**src/rtl/srb_entry_buf.sv**
```systemverilog
// Sparse read buffer entry storage: allocation, out-of-order fill,
// oldest-first drain through a registered valid/ready output.
module srb_entry_buf #(
    parameter  int SRB_DEPTH = 8,
    parameter  int ADDR_W    = 32,
    parameter  int DATA_W    = 64,
    localparam int PW        = $clog2(SRB_DEPTH)
) (
    input  logic                 clk,
    input  logic                 rst,
    input  logic                 alloc_valid,
    input  logic [ADDR_W-1:0]    alloc_addr,
    output logic                 alloc_ready,
    output logic [PW-1:0]        alloc_ptr,
    input  logic [PW-1:0]        w_ptr,
    output logic                 w_req_valid,
    input  logic                 fill_valid,
    input  logic [PW-1:0]        fill_ptr,
    input  logic [DATA_W-1:0]    fill_data,
    input  logic [PW-1:0]        bottom_ptr,
    output logic [SRB_DEPTH-1:0] entry_valid,
    output logic                 r_req_valid,
    output logic [PW-1:0]        r_req_ptr,
    output logic                 rd_valid,
    input  logic                 rd_ready,
    output logic [PW-1:0]        rd_ptr,
    output logic [ADDR_W-1:0]    rd_addr,
    output logic [DATA_W-1:0]    rd_data,
    output logic                 fill_err
);

    typedef enum logic [1:0] {
        ST_FREE = 2'd0,
        ST_PEND = 2'd1,
        ST_DONE = 2'd2
    } ent_st_t;

    ent_st_t           st_q   [SRB_DEPTH];
    ent_st_t           st_d   [SRB_DEPTH];
    logic [ADDR_W-1:0] addr_q [SRB_DEPTH];
    logic [DATA_W-1:0] data_q [SRB_DEPTH];

    logic          fill_hit;
    logic          cand_found;
    logic [PW-1:0] cand_ptr;
    logic [PW-1:0] scan_idx;
    logic          load;

    assign alloc_ptr   = w_ptr;
    assign alloc_ready = (st_q[w_ptr] == ST_FREE);
    assign w_req_valid = alloc_valid & alloc_ready;
    assign fill_hit    = fill_valid & (st_q[fill_ptr] == ST_PEND);

    // Circular scan from the oldest slot; first DONE hit wins.
    always_comb begin
        cand_found = 1'b0;
        cand_ptr   = '0;
        scan_idx   = '0;
        for (int k = 0; k < SRB_DEPTH; k++) begin
            scan_idx = bottom_ptr + PW'(unsigned'(k));
            if (!cand_found && st_q[scan_idx] == ST_DONE) begin
                cand_found = 1'b1;
                cand_ptr   = scan_idx;
            end
        end
    end

    assign load        = cand_found & (~rd_valid | rd_ready);
    assign r_req_valid = load;
    assign r_req_ptr   = cand_ptr;

    always_comb begin
        for (int i = 0; i < SRB_DEPTH; i++) begin
            entry_valid[i] = (st_q[i] != ST_FREE) &&
                             !(load && cand_ptr == PW'(unsigned'(i)));
        end
    end

    // Alloc, fill and load always hit distinct entries (FREE/PEND/DONE).
    always_comb begin
        for (int i = 0; i < SRB_DEPTH; i++) begin
            st_d[i] = st_q[i];
        end
        if (w_req_valid) st_d[w_ptr]    = ST_PEND;
        if (fill_hit)    st_d[fill_ptr] = ST_DONE;
        if (load)        st_d[cand_ptr] = ST_FREE;
    end

    always_ff @(posedge clk) begin
        for (int i = 0; i < SRB_DEPTH; i++) begin
            st_q[i] <= rst ? ST_FREE : st_d[i];
        end
    end

    always_ff @(posedge clk) begin
        if (!rst && w_req_valid) addr_q[w_ptr]    <= alloc_addr;
        if (!rst && fill_hit)    data_q[fill_ptr] <= fill_data;
    end

    always_ff @(posedge clk) begin
        if (rst) begin
            rd_valid <= 1'b0;
            rd_ptr   <= '0;
            rd_addr  <= '0;
            rd_data  <= '0;
        end else if (load) begin
            rd_valid <= 1'b1;
            rd_ptr   <= cand_ptr;
            rd_addr  <= addr_q[cand_ptr];
            rd_data  <= data_q[cand_ptr];
        end else if (rd_ready) begin
            rd_valid <= 1'b0;
        end
    end

    always_ff @(posedge clk) begin
        if (rst) begin
            fill_err <= 1'b0;
        end else if (fill_valid && !fill_hit) begin
            fill_err <= 1'b1;
        end
    end

endmodule

```
**config.mk**
```make
export PLATFORM = sky130hd
export DESIGN_NAME = srb_entry_buf
export DESIGN_NICKNAME = d
export VERILOG_FILES = /design/src/rtl/srb_entry_buf.sv
export SDC_FILE = /design/constraint.sdc
export NUM_CORES = 1
export LEC_CHECK = 0
export ABC_AREA = 1
export CAP_MARGIN = 20
export CORE_MARGIN = 5
export CORE_UTILIZATION = 42
export CTS_CLUSTER_SIZE = 40
export DETAILED_ROUTE_END_ITERATION = 7
export PLACE_DENSITY = 0.6
export REMOVE_ABC_BUFFERS = 1
export SLEW_MARGIN = 20
export SYNTH_ARGS = -nofsm -noshare
export SYNTH_HDL_FRONTEND = slang
export SYNTH_SLANG_ARGS = --single-unit
```
**constraint.sdc**
```tcl
create_clock -name clk -period 5.2 [get_ports clk]
set_clock_uncertainty 0.05 [all_clocks]
set_input_delay 0.78 -clock clk [delete_from_list [all_inputs] [get_ports clk]]
set_output_delay 0.78 -clock clk [all_outputs]
set_load 0.02 [all_outputs]
```
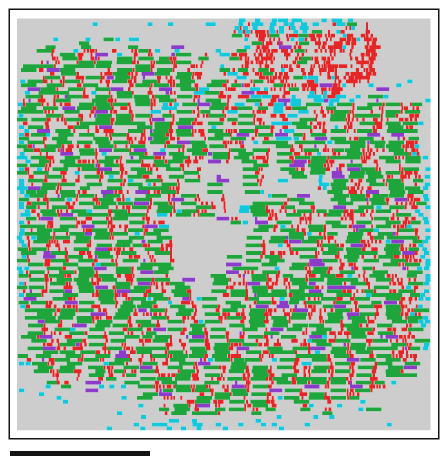
run_1/class_map.png
Scale bar: 100 microns. Fill, decap, tap and diode cells in grey.
colour	class	cells	share of their area
purple	clock drivers and dummy loads	177	7.4%
red	remaining logic cells	2386	24%
green	registers	885	61%
cyan	remaining buffers and delay cells	294	7.7%

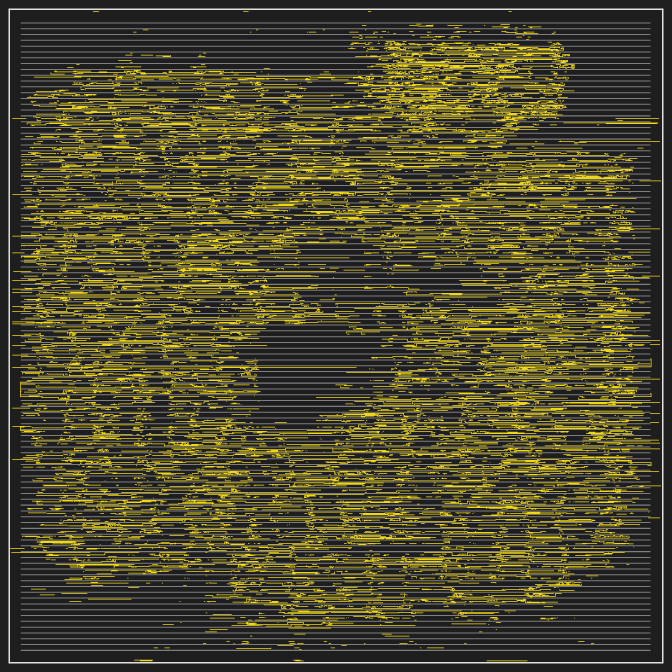
run_1/m1.png
Supply wires on this layer in grey.
longest straight run	68.1 microns
wire length on this layer	42.8 mm

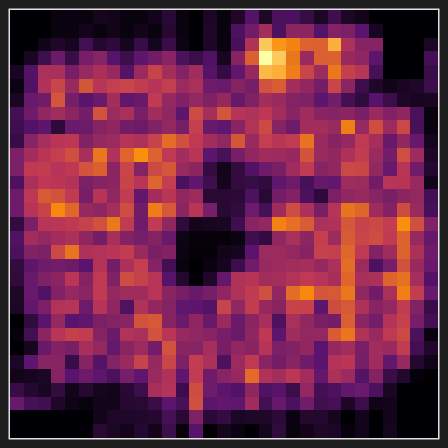
run_1/route_heat.png
31 x 31 tiles, from black (low) to pale yellow (high), scaled to the fullest tile. Values are wire area over tile area, all layers added.
fullest tile	0.54
mean over tiles	0.17
nearly empty tiles	7.6%
average wire per standard cell: 20.2 microns
vias after detailed routing: 25300
overall fraction of global-route tracks in use: 20.8%

==> results.yml, run 1 <==
# yosys + openroad results
finish:
  largest_register_ffs: 512
  final_util_pct: 50.2
  layout-area-overhead-vs-synth_pct: 18.7
  buffers: 294
  finalNetCount: 3773
  top_register: "data_q"
  layout_top_cells: "1344 x sky130_fd_sc_hd__nand2_1, 768 x sky130_fd_sc_hd__edfxtp_1, 564 x sky130_fd_sc_hd__nand3_1, 218 x sky130_fd_sc_hd__clkdlybuf4s50_1, 215 x sky130_fd_sc_hd__nor2_1"
final_timing:
  hold_viol_final: 0
  tns_ps: 0
  finalWorstPathRequiredPeriod_ps: 4900
  post-route-worst-setup-slack_ps: 299
synthesis:
  ys_dominant_reg_cell: "sky130_fd_sc_hd__edfxtp_1"
  ys_seq_share_pct: 69.4
  post_synth_main_area_contributors: "sky130_fd_sc_hd__edfxtp_1 63%, sky130_fd_sc_hd__nand2_1 14%, sky130_fd_sc_hd__nand3_1 7.7%"
  netlist.top_cell.by_instances: "sky130_fd_sc_hd__nand2_1"
  aoi_share_pct: 2.12
  yosys.area_share.adder_pct: 0.0683
clock_tree:
  clk_latency_ps: 640
  cts_hold_buf: 0
  cts_tree: "built"
  cts.reportedPaths.clkPinSlew_ps: 60
  cts_max_path_buffers: 3
  post_cts_buffers: 0
power:
  seq_power_mw: 8.09
  total_switching_power_mw: 5.43
status:
  run_status: "finished clean"
setup_path:
  worstPathArrival_ps: 4070
  worstSetupPathDepth: 17
  critical_path.cell_chain: "clkdlybuf4s50_1, inv_6, ha_1, buf_4, nand3_1, nand2_1, nand3_2, nand2_2, nor2_4, nand4_2, nor2_4, nand3_2, nor2_2, inv_1, nand2_4, buf_4, clkdlybuf4s50_1"
  critical-path-top-delay-family: "buffers and inverters"
  critical_path_fanouts_max: 10
  path_class: "in2out"
floorplan:
  well_tap_count: 1155
  core-area_sq_um: 86600
  total_die_area_sq_um: 93200
  floorplan.core_util_pct: 42.3
global_routing:
  largest_net_degree_at_the_start_of_global_routing: 146
placed_design:
  post_place_setup_slack_ps: 114
min_path:
  min_path_cells: 2
  hold-path-endpoint: "fill_err"
drt:
  drt-met1-wl_mm: 42.8
  detail_route.first_pass.iterations: 5
run:
  cap_violations: 0
==> run 2: changes to the inputs <==
--- a/config.mk
+++ b/config.mk
@@ -11,7 +11,7 @@
 export CORE_UTILIZATION = 42
 export CTS_CLUSTER_SIZE = 40
 export DETAILED_ROUTE_END_ITERATION = 7
-export PLACE_DENSITY = 0.6
+export PLACE_DENSITY = 0.58
 export REMOVE_ABC_BUFFERS = 1
 export SLEW_MARGIN = 20
 export SYNTH_ARGS = -nofsm -noshare
==> constraint.sdc (replaced) <==
create_clock -name clk -period 5.79 [get_ports clk]
set_clock_uncertainty 0.05 [all_clocks]
set_input_delay 0.8685 -clock clk [delete_from_list [all_inputs] [get_ports clk]]
set_output_delay 0.8685 -clock clk [all_outputs]
set_load 0.02 [all_outputs]
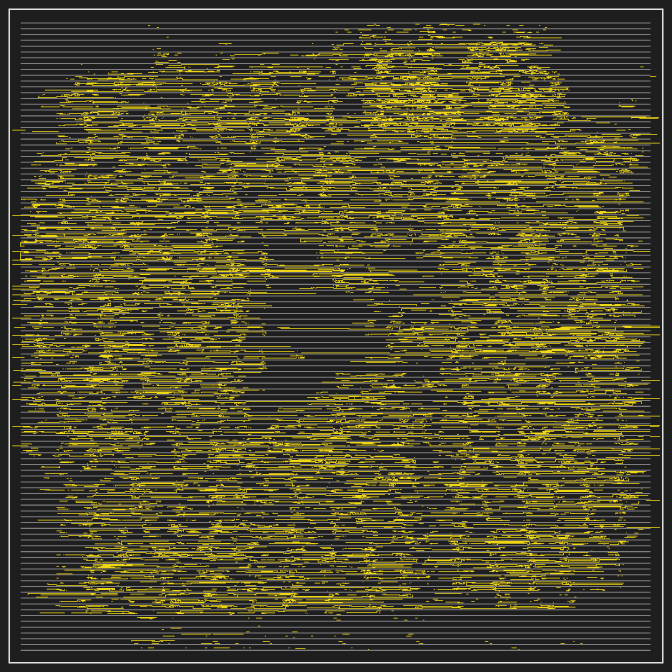
run_2/m1.png
Supply wires on this layer in grey.
wire length on this layer	42.7 mm
main direction	horizontal
longest straight run	81.9 microns
nets with wire on the layer	3421
grt met1 use: 28.1%
total detailed-routing wirelength: 97.8 mm
vias after detailed routing: 25200

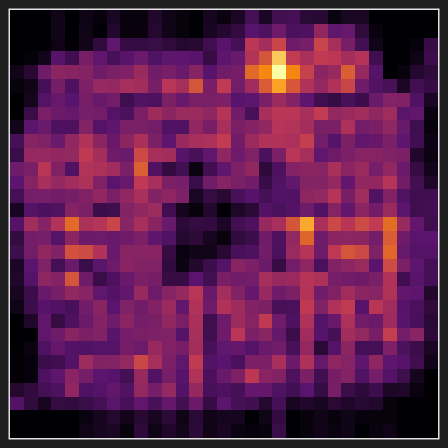
run_2/route_heat.png
31 x 31 tiles, from black (low) to pale yellow (high), scaled to the fullest tile. Values are wire area over tile area, all layers added.
mean over tiles	0.17
tiles over half the peak	5.0%
fullest tile	0.65
overall fraction of global-route tracks in use: 20.5%
average wire per standard cell: 20.0 microns

==> run 2 against run 1 <==
  * Synthesized cell count is the same
  * Total power shrank 11%
  * Combinational power shrank 12%
  * Sequential power shrank about 10%
  * Non-clock buffer count shrank 12
  * Core utilization shrank 0.57 points
  * Final cell count shrank 0.24%
  * Global-route usage shrank 0.24 points
  * Clock-buffer cell count shrank 7
  * Sequential share of layout area grew 0.67 points
  * Critical path type unchanged
==> results.yml, run 2 <==
# yosys + openroad results
status:
  run_status: "finished clean"
setup_path:
  critical_path.cell_chain: "clkdlybuf4s50_1, inv_6, ha_1, inv_1, nand3_1, nand3_1, nand2_2, nor2_4, nand4_2, or2_0, nand2_1, nand2_1, o21ai_4, inv_2, nor2_1, nand2_1, o21ai_0, inv_1, clkdlybuf4s50_1"
  critical-path-top-delay-family: "buffers and inverters"
  timing.critical_path.required_ps: 4870
  crit_start: "bottom_ptr[0]"
  ff2ff_setup_slack_ps: 1680
  path_class: "in2out"
  worstSetupPathDepth: 19
  worstPathArrival_ps: 4480
synthesis:
  netlist.top_cell.by_instances: "sky130_fd_sc_hd__nand2_1"
  synthDominantCellAreaShare_pct: 63.0
  yosys.area_share.adder_pct: 0.0683
  post_synth_main_area_contributors: "sky130_fd_sc_hd__edfxtp_1 63%, sky130_fd_sc_hd__nand2_1 14%, sky130_fd_sc_hd__nand3_1 7.7%"
  ys_seq_share_pct: 69.4
placed_design:
  post_place_setup_slack_ps: 410
drt:
  routed-wl-met3_mm: 6.23
  wl_met2_mm: 46.4
  detail_route.first_pass.iterations: 8
  dr.max_layer_used: "met5"
floorplan:
  floorplan.core_util_pct: 42.3
  core-area_sq_um: 86600
  well_tap_count: 1155
  total_die_area_sq_um: 93200
final_timing:
  tns_ps: 0
  setup-violations-final: 0
  post-route-worst-setup-slack_ps: 390
  hold_viol_final: 0
clock_tree:
  cts.reportedPaths.clkPinSlew_ps: 60
  clk_latency_ps: 640
  cts_max_path_buffers: 3
  cts_tree: "built"
  cts_hold_buf: 0
  post_cts_buffers: 0
finish:
  top_register: "data_q"
  largest_register_ffs: 512
  final_util_pct: 49.6
  layout_top_cells: "1344 x sky130_fd_sc_hd__nand2_1, 768 x sky130_fd_sc_hd__edfxtp_1, 564 x sky130_fd_sc_hd__nand3_1, 227 x sky130_fd_sc_hd__clkdlybuf4s50_1, 216 x sky130_fd_sc_hd__nor2_1"
  fraction_of_final_layout_cells_with_drive_strength_greater_than_1_pct: 6.17
  finalNetCount: 3761
  buffers: 282
  layout-area-overhead-vs-synth_pct: 17.3
  fill_count: 7799
run:
  cap_violations: 0
global_routing:
  largest_net_degree_at_the_start_of_global_routing: 183
  grt_remaining_overflow: 0
  use_met3_pct: 3.80
min_path:
  hold-path-endpoint: "fill_err"
  min_path_cells: 2
power:
  seq_power_mw: 7.26
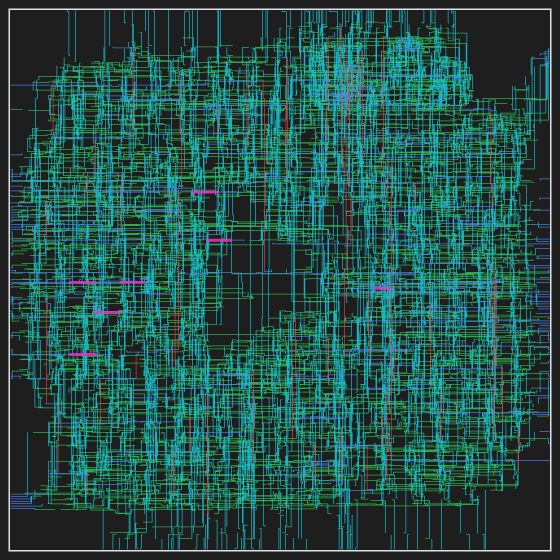
run_2/layers.png
colour	layer	wire length
cyan	M2	46.4 mm
green	M1	42.7 mm
magenta	M5	88.3 microns
red	M4	2340 microns
blue	M3	6230 microns

==> run 3: changes to the inputs <==
--- a/config.mk
+++ b/config.mk
@@ -6,11 +6,12 @@
 export NUM_CORES = 1
 export LEC_CHECK = 0
 export ABC_AREA = 1
-export CAP_MARGIN = 20
+export CAP_MARGIN = 5
 export CORE_MARGIN = 5
 export CORE_UTILIZATION = 42
 export CTS_CLUSTER_SIZE = 40
 export DETAILED_ROUTE_END_ITERATION = 7
+export GPL_ROUTABILITY_DRIVEN = 0
 export PLACE_DENSITY = 0.58
 export REMOVE_ABC_BUFFERS = 1
 export SLEW_MARGIN = 20
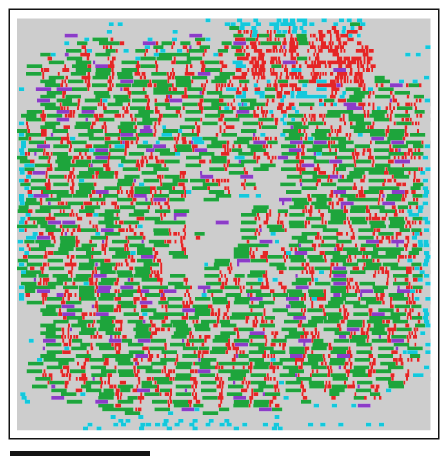
run_3/class_map.png
Scale bar: 100 microns. Fill, decap, tap and diode cells in grey.
colour	class	cells	share of their area
cyan	remaining buffers and delay cells	279	7.0%
purple	clock drivers and dummy loads	180	7.2%
red	remaining logic cells	2386	25%
green	registers	885	61%

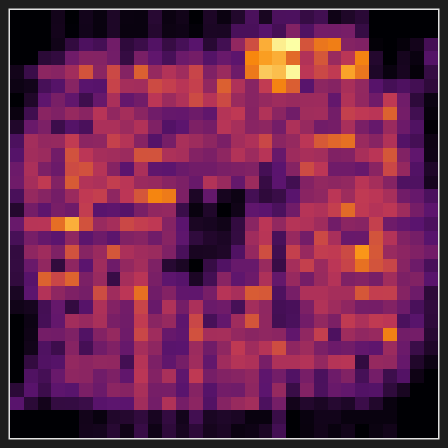
run_3/route_heat.png
31 x 31 tiles, from black (low) to pale yellow (high), scaled to the fullest tile. Values are wire area over tile area, all layers added.
nearly empty tiles	6.8%
tiles over half the peak	12%
mean over tiles	0.17
fullest tile	0.56
vias after detailed routing: 25400
total detailed-routing wirelength: 98.9 mm
overall fraction of global-route tracks in use: 20.6%

==> run 3 against run 2 <==
  * Fmax shrank 0.11%
  * Critical endpoint is now entry_valid[3]
  * Largest cell class unchanged
  * Via count grew 0.89%
  * Die area unchanged
  * Clock-buffer cell count increased by 2
==> results.yml, run 3 <==
# yosys + openroad results
finish:
  finalNetCount: 3759
  fraction_of_final_layout_cells_with_drive_strength_greater_than_1_pct: 5.95
  final_util_pct: 49.7
  layout-area-overhead-vs-synth_pct: 17.5
  largest_register_ffs: 512
  buffers: 279
  fill_count: 7901
  top_register: "data_q"
final_timing:
  post-route-worst-setup-slack_ps: 384
  hold_viol_final: 0
  tns_ps: 0
  setup-violations-final: 0
setup_path:
  worstPathArrival_ps: 4490
  critical_path.cell_chain: "clkdlybuf4s50_1, inv_6, ha_1, inv_1, nand3_1, nand3_1, nand2_2, nor2_4, nand4_2, nor2_4, nand2_1, nand3b_1, nand2_8, nor2_1, nand2_1, o21ai_1, inv_1, clkdlybuf4s50_1"
  ff2ff_setup_slack_ps: 1670
  timing.critical_path.required_ps: 4870
  crit_start: "bottom_ptr[0]"
  path_class: "in2out"
clock_tree:
  post_cts_buffers: 0
  cts_tree: "built"
  clk_latency_ps: 640
  cts.reportedPaths.clkPinSlew_ps: 60
  cts_hold_buf: 0
  cts_max_path_buffers: 3
global_routing:
  use_met3_pct: 4.08
  grt_remaining_overflow: 0
  largest_net_degree_at_the_start_of_global_routing: 201
drt:
  detail_route.first_pass.iterations: 6
  wl_per_cell_microns: 20.2
  wl_met2_mm: 47.6
run:
  cap_violations: 0
synthesis:
  yosys.area_share.adder_pct: 0.0683
  post_synth_main_area_contributors: "sky130_fd_sc_hd__edfxtp_1 63%, sky130_fd_sc_hd__nand2_1 14%, sky130_fd_sc_hd__nand3_1 7.7%"
  ys_seq_share_pct: 69.4
  synthDominantCellAreaShare_pct: 63.0
min_path:
  min_path_cells: 2
status:
  run_status: "finished clean"
floorplan:
  total_die_area_sq_um: 93200
  floorplan.core_util_pct: 42.3
  core-area_sq_um: 86600
placed_design:
  post_place_setup_slack_ps: 429
power:
  seq_power_mw: 7.26
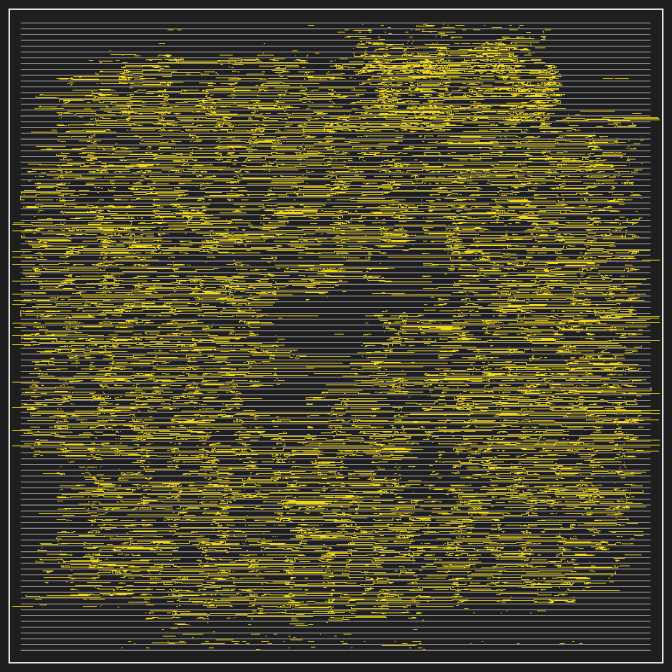
run_3/m1.png
Supply wires on this layer in grey.
main direction	horizontal
longest straight run	86.0 microns
grt met1 use: 27.8%

No activity file was given, so power comes from the tool's default toggle rates.
